`src/rtl/mcu_rst_pkg.sv`:
```
// Shared types and constants for the MCU reset sequencer.
package mcu_rst_pkg;

  typedef enum logic [1:0] {
    WAIT_LOCK,
    PO_HOLD,
    SYS_HOLD,
    RUN
  } rst_state_e;

  localparam int unsigned CAUSE_POR    = 0;
  localparam int unsigned CAUSE_SYSREQ = 1;
  localparam int unsigned CAUSE_WDOG   = 2;
  localparam int unsigned CAUSE_LOCKUP = 3;
  localparam int unsigned CAUSE_EXT    = 4;
  localparam int unsigned CAUSE_W      = 5;

  function automatic int unsigned max3(int unsigned a, int unsigned b, int unsigned c);
    int unsigned m;
    m = (a > b) ? a : b;
    return (m > c) ? m : c;
  endfunction

endpackage

```
`src/rtl/mcu_rst_ctrl_if.sv`:
```
// Request/reset signal bundle between the reset sequencer and the MCU subsystem.
interface mcu_rst_ctrl_if import mcu_rst_pkg::*; ();

  logic               pll_locked;
  logic               ext_rst_req;
  logic               sysresetreq;
  logic               wdog_rst_req;
  logic               lockup;
  logic               rst_cause_clr;
  logic               poresetn;
  logic               hresetn;
  logic [CAUSE_W-1:0] rst_cause;
  logic               busy;

  modport master (
    output pll_locked, ext_rst_req, sysresetreq, wdog_rst_req, lockup, rst_cause_clr,
    input  poresetn, hresetn, rst_cause, busy
  );

  modport slave (
    input  pll_locked, ext_rst_req, sysresetreq, wdog_rst_req, lockup, rst_cause_clr,
    output poresetn, hresetn, rst_cause, busy
  );

endinterface

```
`src/rtl/rst_sync_bit.sv`:
```
// Multi-flop synchroniser for one asynchronous level input, cleared to 0 on reset.
module rst_sync_bit #(
  parameter int unsigned STAGES = 2
) (
  input  logic i_clk,
  input  logic i_rst,
  input  logic i_d,
  output logic o_q
);

  logic [STAGES-1:0] r_sync;

  always_ff @(posedge i_clk or posedge i_rst) begin
    if (i_rst) begin
      r_sync <= '0;
    end else begin
      r_sync <= {r_sync[STAGES-2:0], i_d};
    end
  end

  assign o_q = r_sync[STAGES-1];

endmodule

```
`src/rtl/mcu_rst_ctrl.sv`:
```
// Reset sequencer: PLL lock qualification, ordered POR/system reset release,
// run-mode system reset requests and a sticky reset-cause register.
module mcu_rst_ctrl import mcu_rst_pkg::*; #(
  parameter int unsigned SYNC_STAGES   = 2,
  parameter int unsigned LOCK_FILTER   = 4,
  parameter int unsigned POR_CYCLES    = 16,
  parameter int unsigned SYS_CYCLES    = 8,
  parameter bit          LOCKUP_RST_EN = 1'b1
) (
  input  logic         fpga_clk_in,
  input  logic         fpga_rst_in,
  mcu_rst_ctrl_if.slave bus
);

  localparam int unsigned CNT_MAX = max3(LOCK_FILTER, POR_CYCLES, SYS_CYCLES);
  localparam int unsigned CNT_W   = $clog2(CNT_MAX + 1);

  localparam logic [CNT_W-1:0] LOCK_LAST = CNT_W'(LOCK_FILTER - 1);
  localparam logic [CNT_W-1:0] POR_LAST  = CNT_W'(POR_CYCLES - 1);
  localparam logic [CNT_W-1:0] SYS_LAST  = CNT_W'(SYS_CYCLES - 1);

  if (SYNC_STAGES < 2 || LOCK_FILTER < 1 || POR_CYCLES < 1 || SYS_CYCLES < 1) begin : g_param_chk
    $error("mcu_rst_ctrl: parameter below minimum");
  end

  logic               w_lock;
  logic               w_ext;
  logic               w_lock_lost;
  logic [CAUSE_W-1:0] w_req_cause;
  logic [CAUSE_W-1:0] w_new_cause;

  rst_state_e         r_state;
  logic [CNT_W-1:0]   r_cnt;
  logic               r_poresetn;
  logic               r_hresetn;
  logic               r_busy;
  logic [CAUSE_W-1:0] r_cause;

  rst_sync_bit #(.STAGES(SYNC_STAGES)) u_sync_lock (
    .i_clk (fpga_clk_in),
    .i_rst (fpga_rst_in),
    .i_d   (bus.pll_locked),
    .o_q   (w_lock)
  );

  rst_sync_bit #(.STAGES(SYNC_STAGES)) u_sync_ext (
    .i_clk (fpga_clk_in),
    .i_rst (fpga_rst_in),
    .i_d   (bus.ext_rst_req),
    .o_q   (w_ext)
  );

  // Requests are laid out directly in cause-bit positions so they can be ORed into rst_cause.
  always_comb begin
    w_req_cause               = '0;
    w_req_cause[CAUSE_SYSREQ] = bus.sysresetreq;
    w_req_cause[CAUSE_WDOG]   = bus.wdog_rst_req;
    w_req_cause[CAUSE_LOCKUP] = bus.lockup & LOCKUP_RST_EN;
    w_req_cause[CAUSE_EXT]    = w_ext;

    w_lock_lost = (r_state != WAIT_LOCK) && !w_lock;

    w_new_cause = '0;
    if (w_lock_lost) begin
      w_new_cause[CAUSE_POR] = 1'b1;
    end else if (r_state == RUN) begin
      w_new_cause = w_req_cause;
    end
  end

  always_ff @(posedge fpga_clk_in or posedge fpga_rst_in) begin
    if (fpga_rst_in) begin
      r_state    <= WAIT_LOCK;
      r_cnt      <= '0;
      r_poresetn <= 1'b0;
      r_hresetn  <= 1'b0;
      r_busy     <= 1'b1;
      r_cause    <= CAUSE_W'(1);
    end else begin
      r_cause <= (bus.rst_cause_clr ? '0 : r_cause) | w_new_cause;

      if (w_lock_lost) begin
        r_state    <= WAIT_LOCK;
        r_cnt      <= '0;
        r_poresetn <= 1'b0;
        r_hresetn  <= 1'b0;
        r_busy     <= 1'b1;
      end else begin
        unique case (r_state)
          WAIT_LOCK: begin
            if (!w_lock) begin
              r_cnt <= '0;
            end else if (r_cnt == LOCK_LAST) begin
              r_state <= PO_HOLD;
              r_cnt   <= '0;
            end else begin
              r_cnt <= r_cnt + 1'b1;
            end
          end

          PO_HOLD: begin
            if (r_cnt == POR_LAST) begin
              r_poresetn <= 1'b1;
              r_state    <= SYS_HOLD;
              r_cnt      <= '0;
            end else begin
              r_cnt <= r_cnt + 1'b1;
            end
          end

          SYS_HOLD: begin
            if (r_cnt == SYS_LAST) begin
              r_hresetn <= 1'b1;
              r_busy    <= 1'b0;
              r_state   <= RUN;
              r_cnt     <= '0;
            end else begin
              r_cnt <= r_cnt + 1'b1;
            end
          end

          RUN: begin
            if (|w_req_cause) begin
              r_hresetn <= 1'b0;
              r_busy    <= 1'b1;
              r_state   <= SYS_HOLD;
              r_cnt     <= '0;
            end
          end

          default: begin
            r_state <= WAIT_LOCK;
            r_cnt   <= '0;
          end
        endcase
      end
    end
  end

  assign bus.poresetn  = r_poresetn;
  assign bus.hresetn   = r_hresetn;
  assign bus.busy      = r_busy;
  assign bus.rst_cause = r_cause;

endmodule
```
`src/flat_wrapper.sv`:
```
// flat-port wrapper written by rule: the top's interface ports become plain ports
module mcu_rst_ctrl_flat import mcu_rst_pkg::*;
#(
  parameter int unsigned SYNC_STAGES   = 2,
  parameter int unsigned LOCK_FILTER   = 4,
  parameter int unsigned POR_CYCLES    = 16,
  parameter int unsigned SYS_CYCLES    = 8,
  parameter bit          LOCKUP_RST_EN = 1'b1
)
  (fpga_clk_in, fpga_rst_in, bus_pll_locked, bus_ext_rst_req, bus_sysresetreq, bus_wdog_rst_req, bus_lockup, bus_rst_cause_clr, bus_poresetn, bus_hresetn, bus_rst_cause, bus_busy);
  mcu_rst_ctrl_if bus_i ();
  input  logic fpga_clk_in;
  input  logic fpga_rst_in;
  input wire logic [$bits(bus_i.pll_locked)-1:0] bus_pll_locked;
  input wire logic [$bits(bus_i.ext_rst_req)-1:0] bus_ext_rst_req;
  input wire logic [$bits(bus_i.sysresetreq)-1:0] bus_sysresetreq;
  input wire logic [$bits(bus_i.wdog_rst_req)-1:0] bus_wdog_rst_req;
  input wire logic [$bits(bus_i.lockup)-1:0] bus_lockup;
  input wire logic [$bits(bus_i.rst_cause_clr)-1:0] bus_rst_cause_clr;
  output wire logic [$bits(bus_i.poresetn)-1:0] bus_poresetn;
  output wire logic [$bits(bus_i.hresetn)-1:0] bus_hresetn;
  output wire logic [$bits(bus_i.rst_cause)-1:0] bus_rst_cause;
  output wire logic [$bits(bus_i.busy)-1:0] bus_busy;
  assign bus_i.pll_locked = bus_pll_locked;
  assign bus_i.ext_rst_req = bus_ext_rst_req;
  assign bus_i.sysresetreq = bus_sysresetreq;
  assign bus_i.wdog_rst_req = bus_wdog_rst_req;
  assign bus_i.lockup = bus_lockup;
  assign bus_i.rst_cause_clr = bus_rst_cause_clr;
  assign bus_poresetn = bus_i.poresetn;
  assign bus_hresetn = bus_i.hresetn;
  assign bus_rst_cause = bus_i.rst_cause;
  assign bus_busy = bus_i.busy;
  mcu_rst_ctrl #(.SYNC_STAGES(SYNC_STAGES), .LOCK_FILTER(LOCK_FILTER), .POR_CYCLES(POR_CYCLES), .SYS_CYCLES(SYS_CYCLES), .LOCKUP_RST_EN(LOCKUP_RST_EN)) u_core (.fpga_clk_in(fpga_clk_in), .fpga_rst_in(fpga_rst_in), .bus(bus_i));
endmodule
```
`config.mk`:
```
export PLATFORM = sky130hd
export DESIGN_NAME = mcu_rst_ctrl_flat
export DESIGN_NICKNAME = d
export VERILOG_FILES = /design/src/rtl/mcu_rst_pkg.sv /design/src/rtl/mcu_rst_ctrl_if.sv /design/src/rtl/rst_sync_bit.sv /design/src/rtl/mcu_rst_ctrl.sv /design/src/flat_wrapper.sv
export SDC_FILE = /design/constraint.sdc
export NUM_CORES = 1
export LEC_CHECK = 0
export ABC_AREA = 1
export CORE_MARGIN = 5
export CORE_UTILIZATION = 55
export DETAILED_ROUTE_END_ITERATION = 16
export HOLD_SLACK_MARGIN = 0.15
export PLACE_DENSITY_LB_ADDON = 0.3
export SLEW_MARGIN = 30
export SYNTH_ARGS = -nofsm -noshare
export SYNTH_HDL_FRONTEND = slang
export SYNTH_SLANG_ARGS = --single-unit
export TNS_END_PERCENT = 30
```
`constraint.sdc`:
```
create_clock -name fpga_clk_in -period 2.4 [get_ports fpga_clk_in]
set_input_delay 0.6 -clock fpga_clk_in [delete_from_list [all_inputs] [get_ports fpga_clk_in]]
set_output_delay 0.6 -clock fpga_clk_in [all_outputs]
set_load 0.05 [all_outputs]
```
==> ci_impl_report.md, run 1 <==
## PnR job results

| Metric | Value |
|---|---|
| Late-Pin Clk Latency | `290 ps` |
| Clock Skews | `0.965 ps` |
| Logic share of the area | `35.6%` |
| Seq pwr share | `41.2%` |
| Total clock buffers created by CTS | `3` |
| Arrival @ worst endpoint | `1620 ps` |
| Leading area contributor after synthesis | `dfrtp_1` |
| Most frequent cells in the layout | `nand2_1 (36), inv_1 (17), dfrtp_1 (17), clkdlybuf4s50_1 (15), nor2_1 (14)` |
| Ports | `16` |
| Clock sink count | `19` |
| CTS Root Cell | `clkbuf_4` |
| Max-slew violation count | `0` |
| Initial Util | `57.4%` |
| DIE AREA | `2730 um2` |
| Placed cell area | `1150 um2` |
| Routability cong. | `0.910` |
| Via count | `812` |
| Max incr delay on CP | `790 ps` |
| Reg2reg path depth | `9` |
| Crit Path Max Fanout | `2` |
| Initial antenna violation count | `0` |
| Flop Count | `19` |
| Hold crit path type | `register to register` |
| Avg WL per Cell | `10.7 um` |
| DRT Pass-1 Iters | `4` |
| Setup CP Type | `register to primary output` |
| Adder Share, Synth | `3.83%` |
| Comb pwr | `554 uW` |
| Synth warnings | `0` |
| Ys flops | `19` |
| Crit path from | `u_core.bus.rst_cause[0]` |
| M3 GR Usage | `3.13%` |
| RSZ-0062 raised after global routing | `no` |
| Top pwr grp | `combinational cells` |
| Mapped Cells | `125` |
| Final min period | `2220 ps` |
| Worst Hold End | `u_core.u_sync_lock.r_sync[1]` |
| Uppermost routed layer | `met4` |
| Final Hold Fails | `0` |
| Nature of the critical path endpoint | `primary output` |
| Cell Count, Final, Fillers Out | `168` |
| CTS Hold Bufs | `0` |
| Gr usage total | `15.9%` |
| CP required | `1800 ps` |
| FFs w/ async S/R, synth | `100%` |
| PnR worst setup slack | `175 ps` |
| Sw power | `539 uW` |
| Placed cells | `164` |
| Biggest Area Class | `flip-flops and latches` |
| NonClk Buf Share | `12.7%` |
| Postcts setup bufs | `0` |
| Share of layout cells above drive strength 1 | `9.79%` |
| Cell family with most CP delay | `buffers and inverters` |
| Most used logic cell in the final layout | `nand2_1` |
| XOR-XNOR Cells, Area Fraction | `0%` |
| P_int | `672 uW` |
| Status | `complete, no violations` |
| Tcrit/Tclk final | `92.7%` |
| Synthesized cell area | `981 um2` |
| # resized after CTS | `0` |
| Total power | `1.21 mW` |
| Final wirelength | `1800 um` |
| Row count | `15` |
| First-pass GRT wire length | `3110 um` |
| Hpwl dp | `1440 um` |
| Worst Setup Start Kind | `register` |
| M1 WL | `813 um` |
| Min-Delay Path Depth | `0` |
| Slowest cell on crit path | `clkdlybuf4s50_1` |
| H-tree lvl count | `1` |
| Clock power frac | `13.1%` |
| # Cells Yosys | `125` |
| Drt drc | `0` |
| Inverters | `20` |
| Power Dens Cells | `1020 nW/um2` |
| Metal3 WL | `94 um` |
| Non-CTS buffers | `15` |
| Sequential share of the synthesized area | `48.7%` |
| Worst Hold Slack | `365 ps` |
| Most common cell in the netlist | `nand2_1` |
| Most common library cells after synthesis | `nand2_1 (36), dfrtp_1 (17), inv_1 (17)` |
| CTS clock-pin slew for the worst setup and hold paths | `100 ps` |
| Die height | `52.2 um` |
| Post-DRT Antenna Nets | `0` |
| Pre-CTS setup slack | `441 ps` |
| Comb pwr share | `45.7%` |
| # setup viols final | `0` |
| Vias in the first global route | `769` |
| Logic area | `420 um2` |
| Area Overhead vs Synth | `20.4%` |
| Met2 wire length | `855 um` |
| Log Warnings | `27` |
| Number of enable flip-flop cells | `0` |
| Clk cell area share | `2.22%` |
| Largest net degree at the start of global routing | `20` |
| Maximum vdd ir drop | `505 uV` |
| # diodes | `0` |
| Synth mux share | `0%` |
| Ys flop type | `dfrtp_1` |
| Top-area cell share | `43.4%` |
| Largest logic family | `simple AND/OR/NAND/NOR gates` |
| Power Clock | `158 uW` |
| Switching Share | `44.5%` |
| Clk_buf instances | `4` |
| Compound Share, Synth | `8.29%` |
| Via density | `4.83` |
| RR Endpoint | `u_core.r_cnt[0]` |
| Leak Pwr | `0.567 nW` |
| Max cap viols | `0` |
| Crit path depth | `1` |
| Flop2flop setup slack | `710 ps` |
| Longest Clk Path Bufs | `2` |
| Max frequency | `450 MHz` |
Figure 1. Clock distribution (run 1).
The bar under the picture is 20 um long.
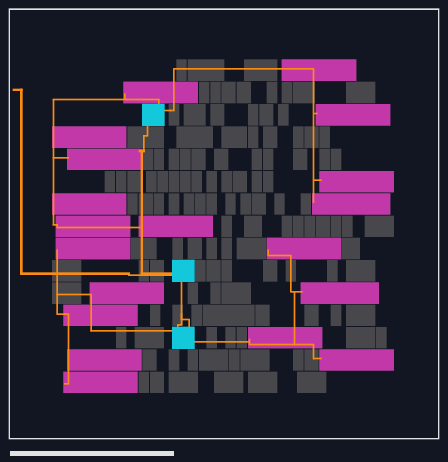
- clock wires: orange (length 238 um)
- cells driving clock nets: cyan (count 3)
- flip-flops: magenta (count 19)
- routed clock nets: 4

Figure 2. Cell classes on the final placement (run 1).
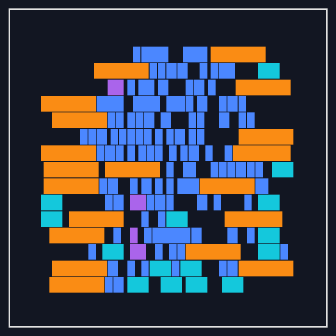
- all other logic: blue (cells 105; share of their area 43%)
- flops: orange (cells 19; share of their area 42%)
- clock drivers and dummy loads: purple (cells 4; share of their area 2.3%)
- other buffers and delay cells: cyan (cells 15; share of their area 13%)
post-route core utilization: 69.2%
Core Box Area: 1710 um2
fin area: 1180 um2

Figure 3. Sequential cells grouped by signal name (run 1).
Other sequential cells in the stronger gray, the rest of the logic in the fainter gray.
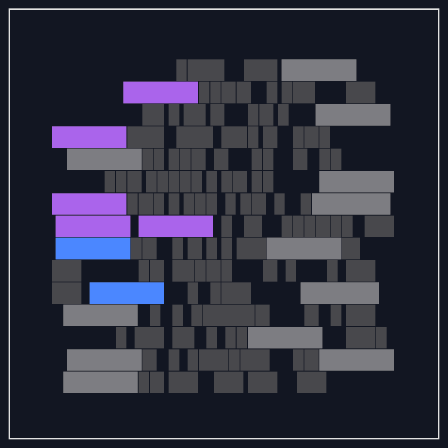
- u_core.u_sync_lock.r_sync: blue (flops 2)
- u_core.r_cnt: purple (flops 5; where west)
- not colored: 12
Flop area: 478 um2
P_seq: 498 uW
fraction of area in registers: 40.5%

## Run 2: what changed since run 1
--- a/config.mk
+++ b/config.mk
@@ -7,7 +7,7 @@
 export LEC_CHECK = 0
 export ABC_AREA = 1
 export CORE_MARGIN = 5
-export CORE_UTILIZATION = 55
+export CORE_UTILIZATION = 51
 export DETAILED_ROUTE_END_ITERATION = 16
 export HOLD_SLACK_MARGIN = 0.15
 export PLACE_DENSITY_LB_ADDON = 0.3
==> constraint.sdc (replaced) <==
create_clock -name fpga_clk_in -period 2.5 [get_ports fpga_clk_in]
set_input_delay 0.625 -clock fpga_clk_in [delete_from_list [all_inputs] [get_ports fpga_clk_in]]
set_output_delay 0.625 -clock fpga_clk_in [all_outputs]
set_load 0.05 [all_outputs]
Figure 4. Cell classes on the final placement (run 2).
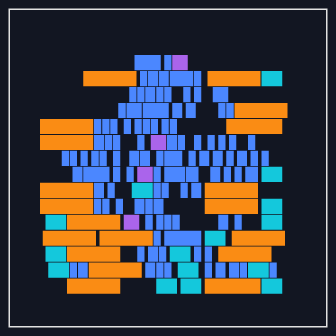
- flops: orange (cells 19; share of their area 41%)
- clock drivers and dummy loads: purple (cells 4; share of their area 2.6%)
- other buffers and delay cells: cyan (cells 15; share of their area 13%)
- all other logic: blue (cells 105; share of their area 43%)

==> run 2 against run 1 <==
  * Global-route usage increased by 0.83 points
  * Synthesized cell count stayed put
  * First-iteration DRC count up 46%
  * Design area is 0.32% higher
  * Combinational power decreased by 2%
  * Non-clock buffer count unchanged
  * Count of clock-buffer cells in the layout fell by 1
  * Largest cell class unchanged
  * Routed wire length grew 5.1%
  * Utilization decreased by 2.7 points
==> ci_impl_report.md, run 2 <==
## PnR job results

| Metric | Value |
|---|---|
| Status | `complete, no violations` |
| Synthesized cell area | `981 um2` |
| Drt drc | `0` |
| Gr usage total | `16.7%` |
| Clk cell area share | `2.53%` |
| Hpwl dp | `1470 um` |
| Max-slew violation count | `0` |
| Flop area | `478 um2` |
| Clock Skews | `5.74 ps` |
| Area Overhead vs Synth | `20.8%` |
| Crit Path Max Fanout | `2` |
| M3 GR Usage | `3.32%` |
| Comb pwr | `541 uW` |
| Tcrit/Tclk final | `90.5%` |
| Compound Share, Synth | `8.29%` |
| Flop2flop setup slack | `870 ps` |
| DIE AREA | `2900 um2` |
| Placed cell area | `1150 um2` |
| Largest net degree at the start of global routing | `20` |
| Log Warnings | `27` |
| PnR worst setup slack | `239 ps` |
| Vias in the first global route | `787` |
| Post-route core utilization | `66.5%` |
| Max cap viols | `0` |
| Routability cong. | `0.857` |
| Longest Clk Path Bufs | `2` |
| Number of buffers added on ports | `15` |
| Leak Pwr | `0.566 nW` |
| Core Box Area | `1780 um2` |
| Ys flops | `19` |
| Largest logic family | `simple AND/OR/NAND/NOR gates` |
| Postcts setup bufs | `0` |
| Adder Share, Synth | `3.83%` |
| Avg WL per Cell | `11.3 um` |
| Most used logic cell in the final layout | `nand2_1` |
| Total clock buffers created by CTS | `3` |
| H-tree lvl count | `1` |
| Reg2reg path depth | `11` |
| Final wirelength | `1890 um` |
| Biggest Area Class | `flip-flops and latches` |
| Min-Delay Path Depth | `0` |
| Logic share of the area | `35.5%` |
| Leading area contributor after synthesis | `dfrtp_1` |
| Uppermost routed layer | `met4` |
| Post-DRT Antenna Nets | `0` |
| Nature of the critical path endpoint | `primary output` |
| Arrival @ worst endpoint | `1640 ps` |
| DRT Pass-1 Iters | `4` |
| Seq pwr share | `40.6%` |
| Via density | `4.84` |
| Comb pwr share | `45.9%` |
| P_int | `644 uW` |
| Non-CTS buffers | `15` |
| Worst slew pin tran | `691 ps` |
| XOR-XNOR Cells, Area Fraction | `0%` |
| First-pass GRT wire length | `3460 um` |
| Maximum vdd ir drop | `559 uV` |
| Most common cell in the netlist | `nand2_1` |
| Placed cells | `164` |
| Slowest cell on crit path | `clkdlybuf4s50_1` |
| Synth mux share | `0%` |
| RR Endpoint | `u_core.r_state[0]` |
| CTS Hold Bufs | `0` |
| RSZ-0062 raised after global routing | `no` |
| Cell Count, Final, Fillers Out | `168` |
| # diodes | `0` |
| Most common library cells after synthesis | `nand2_1 (36), dfrtp_1 (17), inv_1 (17)` |
| Fin area | `1180 um2` |
| # Cells Yosys | `125` |
| # resized after CTS | `0` |
| Ports | `16` |
| Inverters | `20` |
| CTS Root Cell | `clkbuf_4` |
| Switching Share | `45.4%` |
| Worst Hold Slack | `362 ps` |
| Remaining Overflow, GRT | `0` |
| Max incr delay on CP | `790 ps` |
| Top-area cell share | `43.4%` |
| Met2 wire length | `914 um` |
| Logic area | `420 um2` |
| Pre-CTS setup slack | `505 ps` |
| Via count | `813` |
| Worst Hold End | `u_core.u_sync_lock.r_sync[1]` |
| Most frequent cells in the layout | `nand2_1 (36), inv_1 (17), dfrtp_1 (17), clkdlybuf4s50_1 (15), nor2_1 (14)` |
| Max frequency | `442 MHz` |
| Initial antenna violation count | `0` |
| Clk_buf instances | `3` |
| NonClk Buf Share | `12.7%` |
| R2R Path Start | `u_core.r_cnt[1]` |
| Clock sink count | `19` |
| Crit path from | `u_core.bus.busy` |
| Final min period | `2260 ps` |
| Metal3 WL | `65 um` |
| Sw power | `535 uW` |
| Initial Util | `55.0%` |
| Hold crit path type | `register to register` |
| CP required | `1880 ps` |
| Flop Count | `19` |
| Synth warnings | `0` |
| Late-Pin Clk Latency | `300 ps` |
| Crit path depth | `1` |
| Setup CP Type | `register to primary output` |
| # setup viols final | `0` |
| Fraction of area in registers | `40.3%` |
| Row count | `15` |
| FFs w/ async S/R, synth | `100%` |
| GRT met1 Usage | `21.3%` |
| Critical-path cell list | `clkdlybuf4s50_1` |
| Final Hold Fails | `0` |
| P_seq | `479 uW` |
| Mapped Cells | `125` |
| Cell variety after synth | `18` |
| Share of layout cells above drive strength 1 | `10.5%` |
| Slew headroom | `53.9%` |
| Number of enable flip-flop cells | `0` |
| Clock power frac | `13.5%` |
| Power Clock | `160 uW` |
| Power Dens Cells | `995 nW/um2` |
| Worst Setup Start Kind | `register` |
| Ys flop type | `dfrtp_1` |
| CTS clock-pin slew for the worst setup and hold paths | `110 ps` |
| Sequential share of the synthesized area | `48.7%` |
| Total power | `1.18 mW` |
| Cell family with most CP delay | `buffers and inverters` |
## Run 3: what changed since run 2
--- a/config.mk
+++ b/config.mk
@@ -9,7 +9,7 @@
 export CORE_MARGIN = 5
 export CORE_UTILIZATION = 51
 export DETAILED_ROUTE_END_ITERATION = 16
-export HOLD_SLACK_MARGIN = 0.15
+export HOLD_SLACK_MARGIN = 0.1
 export PLACE_DENSITY_LB_ADDON = 0.3
 export SLEW_MARGIN = 30
 export SYNTH_ARGS = -nofsm -noshare
Figure 5. Wiring heat map (run 3).
11 x 11 tiles, from dark blue (low) to red (high), scaled to the fullest tile. Values are wire area over tile area, all layers added.
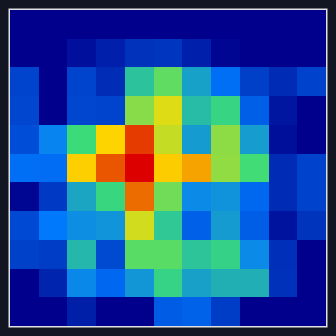
- emptiest ninth of the die: north-west
- densest ninth of the die: center
- mean over tiles: 0.10
- tiles over half the peak: 16%
- fullest tile: 0.42

==> run 3 against run 2 <==
  * Register-to-register slack barely moved
  * Critical path depth stayed put
  * Count of clock-buffer cells in the layout unchanged
  * Power unchanged
  * Global-route usage unchanged
  * Non-clock buffer count is the same
  * Synthesized cell count unchanged
  * Utilization unchanged
==> ci_impl_report.md, run 3 <==
## PnR job results

| Metric | Value |
|---|---|
| Total power | `1.18 mW` |
| Most common cell in the netlist | `nand2_1` |
| Flop area | `478 um2` |
| Remaining Overflow, GRT | `0` |
| Total clock buffers created by CTS | `3` |
| Initial antenna violation count | `0` |
| Slowest cell on crit path | `clkdlybuf4s50_1` |
| Most common library cells after synthesis | `nand2_1 (36), dfrtp_1 (17), inv_1 (17)` |
| Hpwl dp | `1470 um` |
| Status | `complete, no violations` |
| Sw power | `535 uW` |
| Power Dens Cells | `995 nW/um2` |
| Number of buffers added on ports | `15` |
| Post-DRT Antenna Nets | `0` |
| # diodes | `0` |
| Clock Skews | `5.74 ps` |
| RSZ-0062 raised after global routing | `no` |
| H-tree lvl count | `1` |
| Gr usage total | `16.7%` |
| Placed cells | `164` |
| Placed cell area | `1150 um2` |
| Logic area | `420 um2` |
| Cell variety after synth | `18` |
| First-pass GRT wire length | `3460 um` |
| Core Box Area | `1780 um2` |
| Biggest Area Class | `flip-flops and latches` |
| P_int | `644 uW` |
| Largest logic family | `simple AND/OR/NAND/NOR gates` |
| DRT Pass-1 Iters | `4` |
| Arrival @ worst endpoint | `1640 ps` |
| Mapped Cells | `125` |
| PnR worst setup slack | `239 ps` |
| Maximum vdd ir drop | `559 uV` |
| Share of layout cells above drive strength 1 | `10.5%` |
| Ports | `16` |
| Worst slew pin tran | `691 ps` |
| CTS Hold Bufs | `0` |
| Postcts setup bufs | `0` |
| Max incr delay on CP | `790 ps` |
| Synth mux share | `0%` |
| Pre-CTS setup slack | `505 ps` |
| Largest net degree at the start of global routing | `20` |
| Row count | `15` |
| Number of enable flip-flop cells | `0` |
| Fin area | `1180 um2` |
| Final wirelength | `1890 um` |
| Min-Delay Path Depth | `0` |
| Vias in the first global route | `787` |
| Leading area contributor after synthesis | `dfrtp_1` |
| Clock power frac | `13.5%` |
| Avg WL per Cell | `11.3 um` |
| Setup CP Type | `register to primary output` |
| Metal3 WL | `65 um` |
| Via density | `4.84` |
| CTS clock-pin slew for the worst setup and hold paths | `110 ps` |
| Clk_buf instances | `3` |
| Adder Share, Synth | `3.83%` |
| Most used logic cell in the final layout | `nand2_1` |
| Comb pwr | `541 uW` |
| Drt drc | `0` |
| CP required | `1880 ps` |
| Hold crit path type | `register to register` |
| Uppermost routed layer | `met4` |
| Via count | `813` |
| Seq pwr share | `40.6%` |
| Crit Path Max Fanout | `2` |
| Critical-path cell list | `clkdlybuf4s50_1` |
| RR Endpoint | `u_core.r_state[0]` |
| Max frequency | `442 MHz` |
| M3 GR Usage | `3.32%` |
| CTS Root Cell | `clkbuf_4` |
Power and IR drop assume default switching activity.
